===== src/rtl/load_store_sequencer.sv =====
// Data-memory initiator: aligned accesses pass through, misaligned H/W are split into bytes.
// Define MISALIGN_SPLIT_EN to split; otherwise misaligned requests are rejected via misalign_err.
module load_store_sequencer #(
   parameter int AW = 32
) (
   input  logic          CLK,
   input  logic          RST_N,
   input  logic          req_valid,
   input  logic          req_we,
   input  logic [2:0]    req_funct3,
   input  logic [AW-1:0] req_addr,
   input  logic [31:0]   req_wdata,
   output logic          stall,
   output logic          rsp_valid,
   output logic [31:0]   rsp_rdata,
`ifndef MISALIGN_SPLIT_EN
   output logic          misalign_err,
`endif
   output logic          mem_we,
   output logic [2:0]    mem_funct3,
   output logic [AW-1:0] mem_a,
   output logic [31:0]   mem_wd,
   input  logic [31:0]   mem_rd
);

   logic legal;
   logic is_h;
   logic is_w;
   logic misal;

   assign legal = req_funct3[1:0] != 2'b11;
   assign is_h  = req_funct3[1:0] == 2'b01;
   assign is_w  = req_funct3[1:0] == 2'b10;
   assign misal = req_valid &
                  ((is_h & req_addr[0]) |
                   (is_w & (req_addr[1:0] != 2'b00)));

`ifdef MISALIGN_SPLIT_EN

   typedef enum logic {
      IDLE,
      BYTE
   } state_t;

   state_t        state_q, state_d;
   logic [1:0]    idx_q, idx_d;
   logic          cap_we_q, cap_we_d;
   logic          cap_w_q, cap_w_d;
   logic          cap_u_q, cap_u_d;
   logic [AW-1:0] cap_a_q, cap_a_d;
   logic [31:0]   cap_wd_q, cap_wd_d;
   logic [23:0]   asm_q, asm_d;

   logic [1:0]    last;
   logic [7:0]    wd_byte;
   logic [15:0]   hw;
   logic [31:0]   ext;

   assign last = cap_w_q ? 2'd3 : 2'd1;
   assign hw   = {mem_rd[7:0], asm_q[7:0]};
   assign ext  = cap_w_q ? {mem_rd[7:0], asm_q} :
                 cap_u_q ? {16'h0, hw} :
                           {{16{hw[15]}}, hw};

   always_comb begin
      wd_byte = cap_wd_q[7:0];
      unique case (idx_q)
         2'd1: wd_byte = cap_wd_q[15:8];
         2'd2: wd_byte = cap_wd_q[23:16];
         2'd3: wd_byte = cap_wd_q[31:24];
         default: wd_byte = cap_wd_q[7:0];
      endcase
   end

   always_ff @(posedge CLK or negedge RST_N) begin
      if (!RST_N) begin
         state_q  <= IDLE;
         idx_q    <= 2'd0;
         cap_we_q <= 1'b0;
         cap_w_q  <= 1'b0;
         cap_u_q  <= 1'b0;
         cap_a_q  <= '0;
         cap_wd_q <= 32'h0;
         asm_q    <= 24'h0;
      end else begin
         state_q  <= state_d;
         idx_q    <= idx_d;
         cap_we_q <= cap_we_d;
         cap_w_q  <= cap_w_d;
         cap_u_q  <= cap_u_d;
         cap_a_q  <= cap_a_d;
         cap_wd_q <= cap_wd_d;
         asm_q    <= asm_d;
      end
   end

   always_comb begin
      state_d    = state_q;
      idx_d      = idx_q;
      cap_we_d   = cap_we_q;
      cap_w_d    = cap_w_q;
      cap_u_d    = cap_u_q;
      cap_a_d    = cap_a_q;
      cap_wd_d   = cap_wd_q;
      asm_d      = asm_q;
      mem_we     = 1'b0;
      mem_funct3 = req_funct3;
      mem_a      = req_addr;
      mem_wd     = req_wdata;
      stall      = 1'b0;
      rsp_valid  = 1'b0;
      rsp_rdata  = 32'h0;
      if (RST_N) begin
         unique case (state_q)
            IDLE: begin
               if (misal) begin
                  // byte 0 goes out now; the rest replay from the capture regs
                  mem_we     = req_we;
                  mem_funct3 = {~req_we, 2'b00};
                  mem_wd     = {24'h0, req_wdata[7:0]};
                  cap_we_d   = req_we;
                  cap_w_d    = req_funct3[1];
                  cap_u_d    = req_funct3[2];
                  cap_a_d    = req_addr;
                  cap_wd_d   = req_wdata;
                  asm_d      = {16'h0, mem_rd[7:0]};
                  idx_d      = 2'd1;
                  stall      = 1'b1;
                  state_d    = BYTE;
               end else begin
                  mem_we    = req_valid & req_we & legal;
                  rsp_valid = req_valid;
                  if (req_valid & ~req_we & legal)
                     rsp_rdata = mem_rd;
               end
            end
            BYTE: begin
               mem_we     = cap_we_q;
               mem_funct3 = {~cap_we_q, 2'b00};
               mem_a      = cap_a_q + AW'(idx_q);
               mem_wd     = {24'h0, wd_byte};
               if (idx_q == last) begin
                  rsp_valid = 1'b1;
                  rsp_rdata = cap_we_q ? 32'h0 : ext;
                  idx_d     = 2'd0;
                  state_d   = IDLE;
               end else begin
                  stall = 1'b1;
                  idx_d = idx_q + 2'd1;
                  if (idx_q == 2'd1)
                     asm_d[15:8] = mem_rd[7:0];
                  else
                     asm_d[23:16] = mem_rd[7:0];
               end
            end
            default: state_d = IDLE;
         endcase
      end
   end

`else

   logic unused_clk;
   assign unused_clk = CLK;

   always_comb begin
      mem_a        = req_addr;
      mem_funct3   = req_funct3;
      mem_wd       = req_wdata;
      stall        = 1'b0;
      mem_we       = 1'b0;
      rsp_valid    = 1'b0;
      rsp_rdata    = 32'h0;
      misalign_err = 1'b0;
      if (RST_N) begin
         rsp_valid    = req_valid;
         misalign_err = misal;
         mem_we       = req_valid & req_we & legal & ~misal;
         if (req_valid & ~req_we & legal & ~misal)
            rsp_rdata = mem_rd;
      end
   end

`endif

endmodule

===== config.mk =====
export PLATFORM = sky130hd
export DESIGN_NAME = load_store_sequencer
export DESIGN_NICKNAME = d
export VERILOG_FILES = /design/src/rtl/load_store_sequencer.sv
export SDC_FILE = /design/constraint.sdc
export NUM_CORES = 1
export LEC_CHECK = 0
export ABC_AREA = 1
export CAP_MARGIN = 20
export CORE_AREA = 2 2 79 81
export DETAILED_ROUTE_END_ITERATION = 16
export DIE_AREA = 0 0 81 83
export PLACE_DENSITY = 0.73
export SLEW_MARGIN = 20
export SYNTH_ARGS = -nofsm -noshare
export SYNTH_HDL_FRONTEND = slang
export SYNTH_SLANG_ARGS = --single-unit

===== constraint.sdc =====
create_clock -name vclk -period 1.54
set_clock_uncertainty 0.1 [all_clocks]
set_input_delay 0.231 -clock vclk [all_inputs]
set_output_delay 0.231 -clock vclk [all_outputs]
set_load 0.03 [all_outputs]

### Congestion heat map, run 1

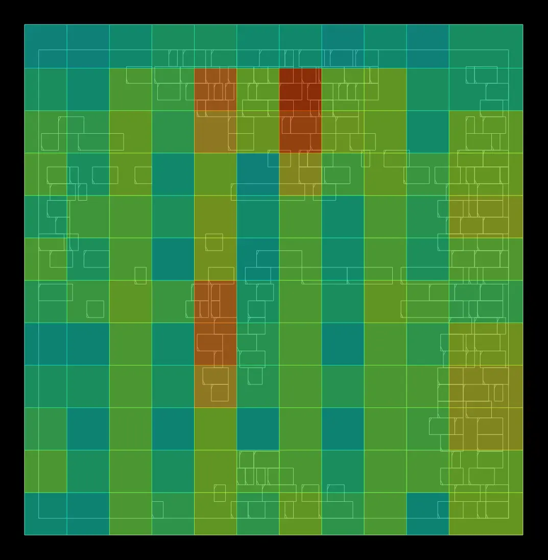
GRT met1 Usage: 0.05817
met3 usage: 0.03370

### A small window of the routed layout, run 1

Bar = 10 µm. Region (20, 5) to (60, 45) µm. Cells in gray, sequential cells in the stronger gray; small squares are vias.
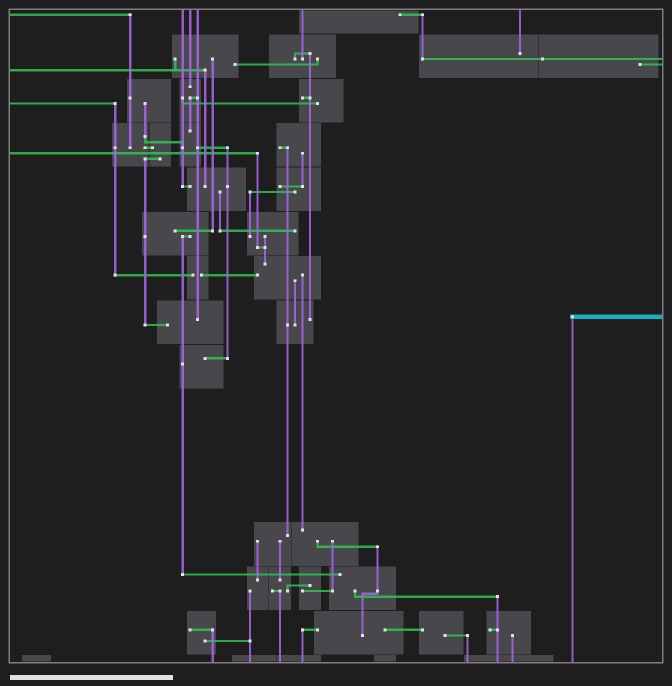
legend:
  metal 2:
    color: purple
  metal 1:
    color: green
  metal 3:
    color: cyan
most frequent: buf_4 (7)
cells with their middle in the window: 31
sequential cells in the window: 0

### Met2 routing, run 1

Bar = 20 µm. Cells faint in the background.
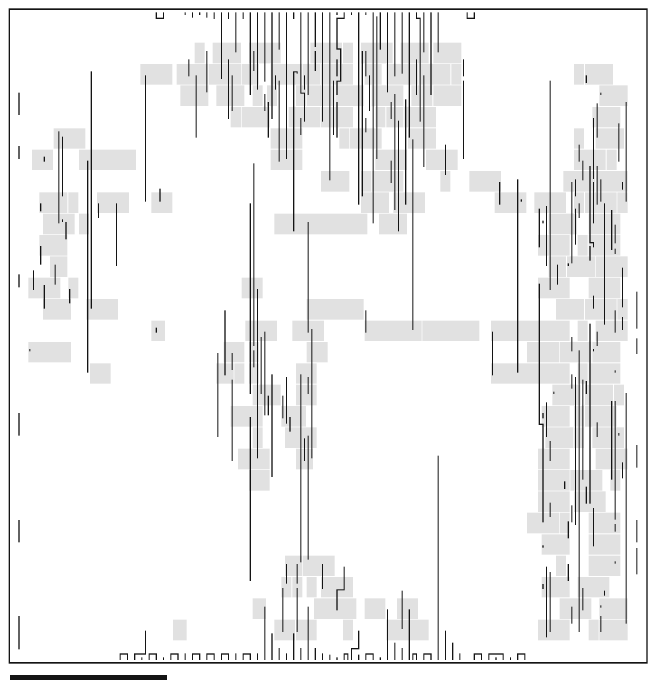
share of all routed wire: 50%
main direction: vertical
wire length on this layer: 1490 µm
nets with wire on the layer: 222

### M1 wires, run 1

Bar = 20 µm. Supply wires on this layer in gray. Cells faint in the background.
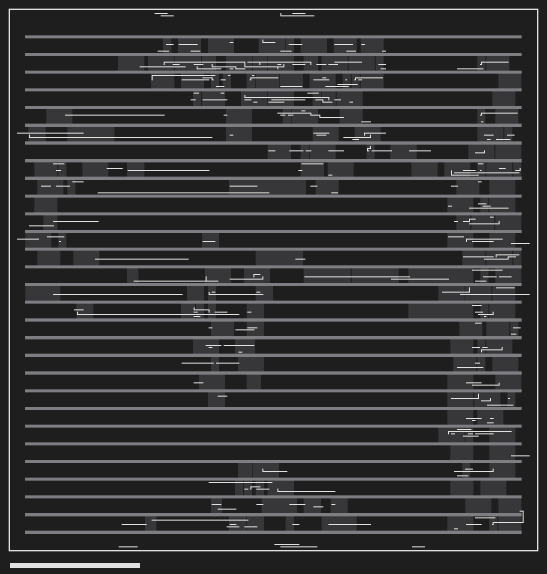
main direction: horizontal
wire length on this layer: 760 µm
share of all routed wire: 26%
nets with wire on the layer: 169

==> results.toml, run 1 <==
# yosys + openroad results
[power_and_ir_drop]
switching_share = 0.4679
powerDensity_nw_per_um2 = 217.8
p_leak_nw = 0.8321
p_sw_uw = 174.1
combPwrFrac = 1.000
power_clock_uw = 0
clock_power_share = 0
internal_power_uw = 198.0
power_frac_seq = 0
powerComb_uw = 372

[floorplanning]
die-width_um = 81
num_rows = 28
boundaryPins = 206
die_h_um = 83
core_region_area_um2 = 5816
dieArea_um2 = 6723

[final_layout]
inverters = 36
fillers = 621
dominant_cells = "buffers"
ff_count = 0
clkCellAreaFrac = 0
comb_area_frac = 0.2637
nonClkBufAreaFrac = 0.6022
comb_cells = 47
utilization = 0.2937
fin_area_um2 = 1708
layout_top_cells_excl_fill_tap = "buf_6 (34), inv_1 (33), clkdlybuf4s50_1 (32)"
area_growth_pct = 78.67
seq-cell-share = 0

[detailed_routing]
wl_met1_um = 759
route.detailed.drc = 0
wl_met3_um = 463
drt_iter0_drc = 10
met2WireLength_mm = 1.491
drt_wl_total_mm = 2.967
drtPass1Iterations = 2
top_layer_used = "met4"
drtAntennaViolNets = 0
wl_per_cell_um = 11.87

[yosys]
yosysTopAreaCell = "buf_4"
fp_nets = 257
ys_sh_xor = 0
ys_seq_share = 0
mux_share = 0
synthCells = 154
netlist.area_leader.share = 0.5340
ys_sh_aoi = 0.005236
most_common_cell = "buf_4"
area_leaders = "buf_4 (53%), nor2_2 (20%), inv_1 (14%)"
ys_sh_adder = 0
avgSynthCellArea_um2 = 6.207

[grt]
grt_overflow = 0
grt_max_degree = 9
grt_use_total = 0.07780
grt_pass1_wl_mm = 4.091
top_usage_layer = "met2"
use_met2 = 0.1443
grt_pass1_vias = 838

[clocking]
postCtsHoldBufs = 0
post_cts_buffers = 6
cts_resized = 85

[place]
port_buffers = 78
placed_area_um2 = 1271
dp_hpwl_mm = 2.299

[critical_path]
critical_path_buf_inv_count = 4
cp_common_cell = "nor2_4"
required_ps = 1210
path_depth = 9
cpMaxStageDelayCell = "buf_16"
critPathLaunchType = "primary input"
crit_end = "rsp_rdata[12]"
cp_data_arrival_time_ps = 1160
crit_type = "in -> out"
slowest_delay_ps = 150
critPathTopFamily = "buffers and inverters"
cp-startpoint = "req_funct3[1]"

[final_timing]
fmax_ghz = 0.6711
grt_setup_unrepaired = "true"
fin_tns_setup_ps = 0
setup_viol = 0
hold_viol_final = 0
fin_crit_ps = 1490

[outcome]
status = "finished clean"

[hold_path]
min_delay_path_depth = 0

[flow_run]
warning_count = 35
==> inputs of run 2 (changes only) <==
Settings changed: CAP_MARGIN 20 to 10.
### M1 wires, run 2

Bar = 20 µm. Supply wires on this layer in gray. Cells faint in the background.
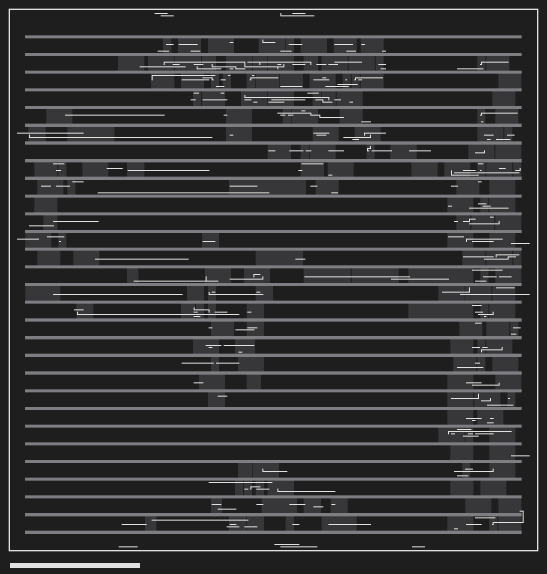
main direction: horizontal
nets with wire on the layer: 169
share of all routed wire: 26%
wire length on this layer: 760 µm
longest straight run: 28.1 µm

### Met2 routing, run 2

Bar = 20 µm. Cells faint in the background.
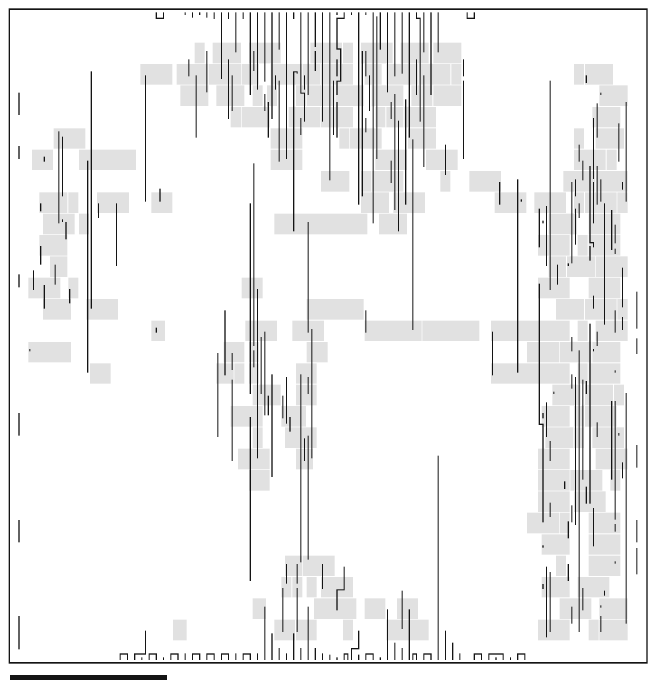
wire length on this layer: 1490 µm
nets with wire on the layer: 222
longest straight run: 35.7 µm
share of all routed wire: 50%

==> run 2 against run 1 <==
Routed wire length did not move. Hold slack did not move. Core utilization did not move. Sequential cell count did not move. Non-clock buffer count did not move. Critical path type unchanged. Largest power group unchanged.
==> results.toml, run 2 <==
# yosys + openroad results
[yosys]
mux_share = 0
netlist.area_leader.share = 0.5340
avgSynthCellArea_um2 = 6.207
most_common_cell = "buf_4"
fp_nets = 257
ys_sh_aoi = 0.005236
area_leaders = "buf_4 (53%), nor2_2 (20%), inv_1 (14%)"
yosysTopAreaCell = "buf_4"
ys_sh_xor = 0
ys_seq_share = 0

[final_timing]
hold_viol_final = 0
grt_setup_unrepaired = "true"
fmax_ghz = 0.6711
fin_tns_setup_ps = 0
fin_crit_ps = 1490

[power_and_ir_drop]
power_frac_seq = 0
powerDensity_nw_per_um2 = 217.8
p_sw_uw = 174.1
internal_power_uw = 198.0
p_leak_nw = 0.8321
powerComb_uw = 372

[detailed_routing]
met2WireLength_mm = 1.491
route.detailed.drc = 0
top_layer_used = "met4"
drt_iter0_drc = 10
drt_wl_total_mm = 2.967
wl_met1_um = 759
drtPass1Iterations = 2
wl_met3_um = 463

[final_layout]
seq-cell-share = 0
dominant_cells = "buffers"
layout_top_cells_excl_fill_tap = "buf_6 (34), inv_1 (33), clkdlybuf4s50_1 (32)"
area_growth_pct = 78.67
clkCellAreaFrac = 0
ff_count = 0
comb_cells = 47
comb_area_frac = 0.2637
fillers = 621
inverters = 36

[flow_run]
warning_count = 35

[critical_path]
critical_path_buf_inv_count = 4
crit_end = "rsp_rdata[12]"
path_depth = 9
crit_type = "in -> out"
slowest_delay_ps = 150
cpMaxStageDelayCell = "buf_16"
cp_common_cell = "nor2_4"
cp_data_arrival_time_ps = 1160
critPathLaunchType = "primary input"
critPathTopFamily = "buffers and inverters"

[grt]
grt_pass1_wl_mm = 4.091
grt_util_met3 = 0.03370
grt_overflow = 0
grt_max_degree = 9

[floorplanning]
die-width_um = 81
die_h_um = 83
boundaryPins = 206
num_rows = 28

[place]
placed_area_um2 = 1271
port_buffers = 78
dp_hpwl_mm = 2.299

[clocking]
post_cts_buffers = 6
postCtsHoldBufs = 0
cts_resized = 85

[outcome]
status = "finished clean"

[hold_path]
min_delay_path_depth = 0
==> inputs of run 3 (changes only) <==
Clock period 1.54 ns to 1.8 ns, I/O delays scaled along.
### Met2 routing, run 3

Bar = 20 µm. Cells faint in the background.
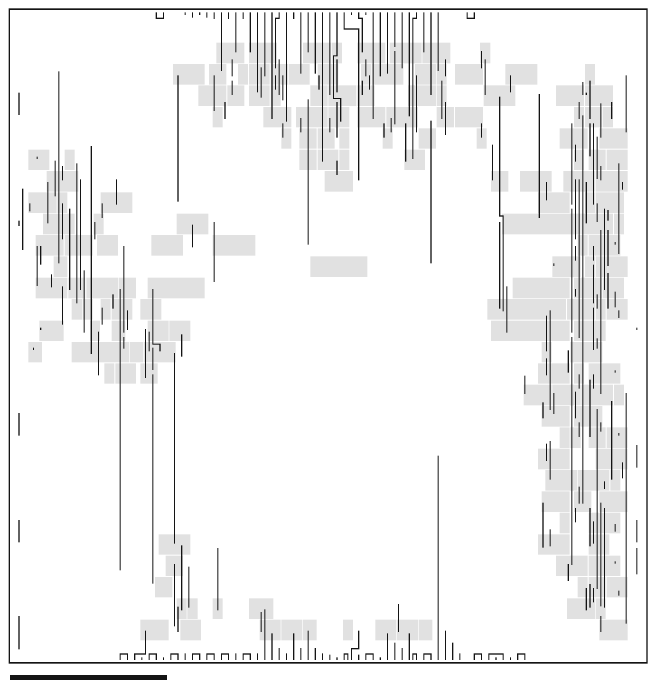
share of all routed wire: 49%
wire length on this layer: 1370 µm
longest straight run: 49.3 µm

### Congestion heat map, run 3

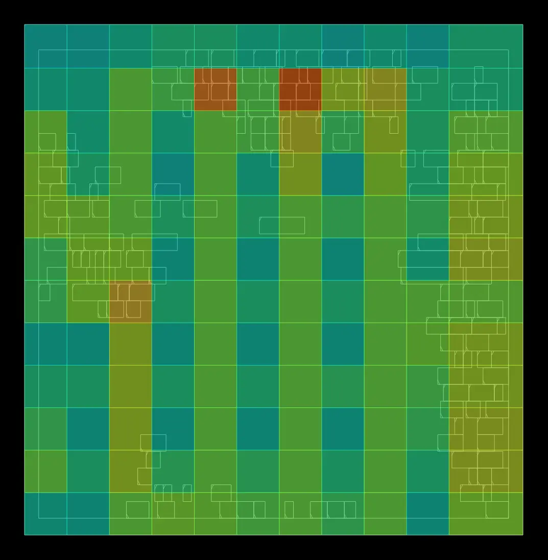
Routed wire per std cell: 11.06 µm
GRT busiest layer: met2
fin util: 0.2653
met3 usage: 0.02717
GRT met1 Usage: 0.06601

==> run 3 against run 2 <==
Synthesized cell count unchanged. Area after synthesis unchanged. Design area down 9.7%. Sequential share of layout area unchanged. Hold slack better by 78 ps. Count of clock-buffer cells in the layout unchanged. Die size unchanged. Combinational power down 23%. Global-route usage down 0.26 points. First-iteration DRC count down 30%. Total power down 23%. Largest cell class unchanged. Critical path type unchanged. Non-clock buffer count unchanged.
==> results.toml, run 3 <==
# yosys + openroad results
[outcome]
status = "finished clean"

[yosys]
ys_sh_xor = 0
area_leaders = "buf_4 (53%), nor2_2 (20%), inv_1 (14%)"
avgSynthCellArea_um2 = 6.207
most_common_cell = "buf_4"
ys_seq_share = 0
mux_share = 0
netlist.area_leader.share = 0.5340
fp_nets = 257

[detailed_routing]
top_layer_used = "met4"
drt_wl_total_mm = 2.765
drt_iter0_drc = 7
met2WireLength_mm = 1.365

[floorplanning]
dieArea_um2 = 6723
boundaryPins = 206
die-width_um = 81
core_region_area_um2 = 5816

[power_and_ir_drop]
clock_power_share = 0
p_leak_nw = 0.7923
combPwrFrac = 1.000
powerComb_uw = 288

[grt]
use_met2 = 0.1307
grt_pass1_wl_mm = 4.050
grt_max_degree = 8
grt_pass1_vias = 812
grt_overflow = 0
grt_use_total = 0.07516

[final_timing]
fin_tns_setup_ps = 0
hold_viol_final = 0
fin_crit_ps = 1718
setup_viol = 0
grt_setup_unrepaired = "false"
fmax_ghz = 0.5821

[critical_path]
slowest_delay_ps = 250
critical_path_buf_inv_count = 5
crit_type = "in -> out"
critPathLaunchType = "primary input"
cpMaxStageDelayCell = "dlygate4sd2_1"
crit_end = "rsp_rdata[7]"

[place]
placed_area_um2 = 1266
port_buffers = 78

[final_layout]
inverters = 36
ff_count = 0
layout_top_cells_excl_fill_tap = "inv_1 (34), clkdlybuf4s50_1 (32), buf_4 (26)"
nonClkBufAreaFrac = 0.6131
fin_area_um2 = 1543
comb_area_frac = 0.2384
dominant_cells = "buffers"
clkCellAreaFrac = 0

[clocking]
postCtsHoldBufs = 0

[flow_run]
warning_count = 34

[hold_path]
min_delay_path_depth = 0
No activity file was given, so power comes from the tool's default toggle rates.
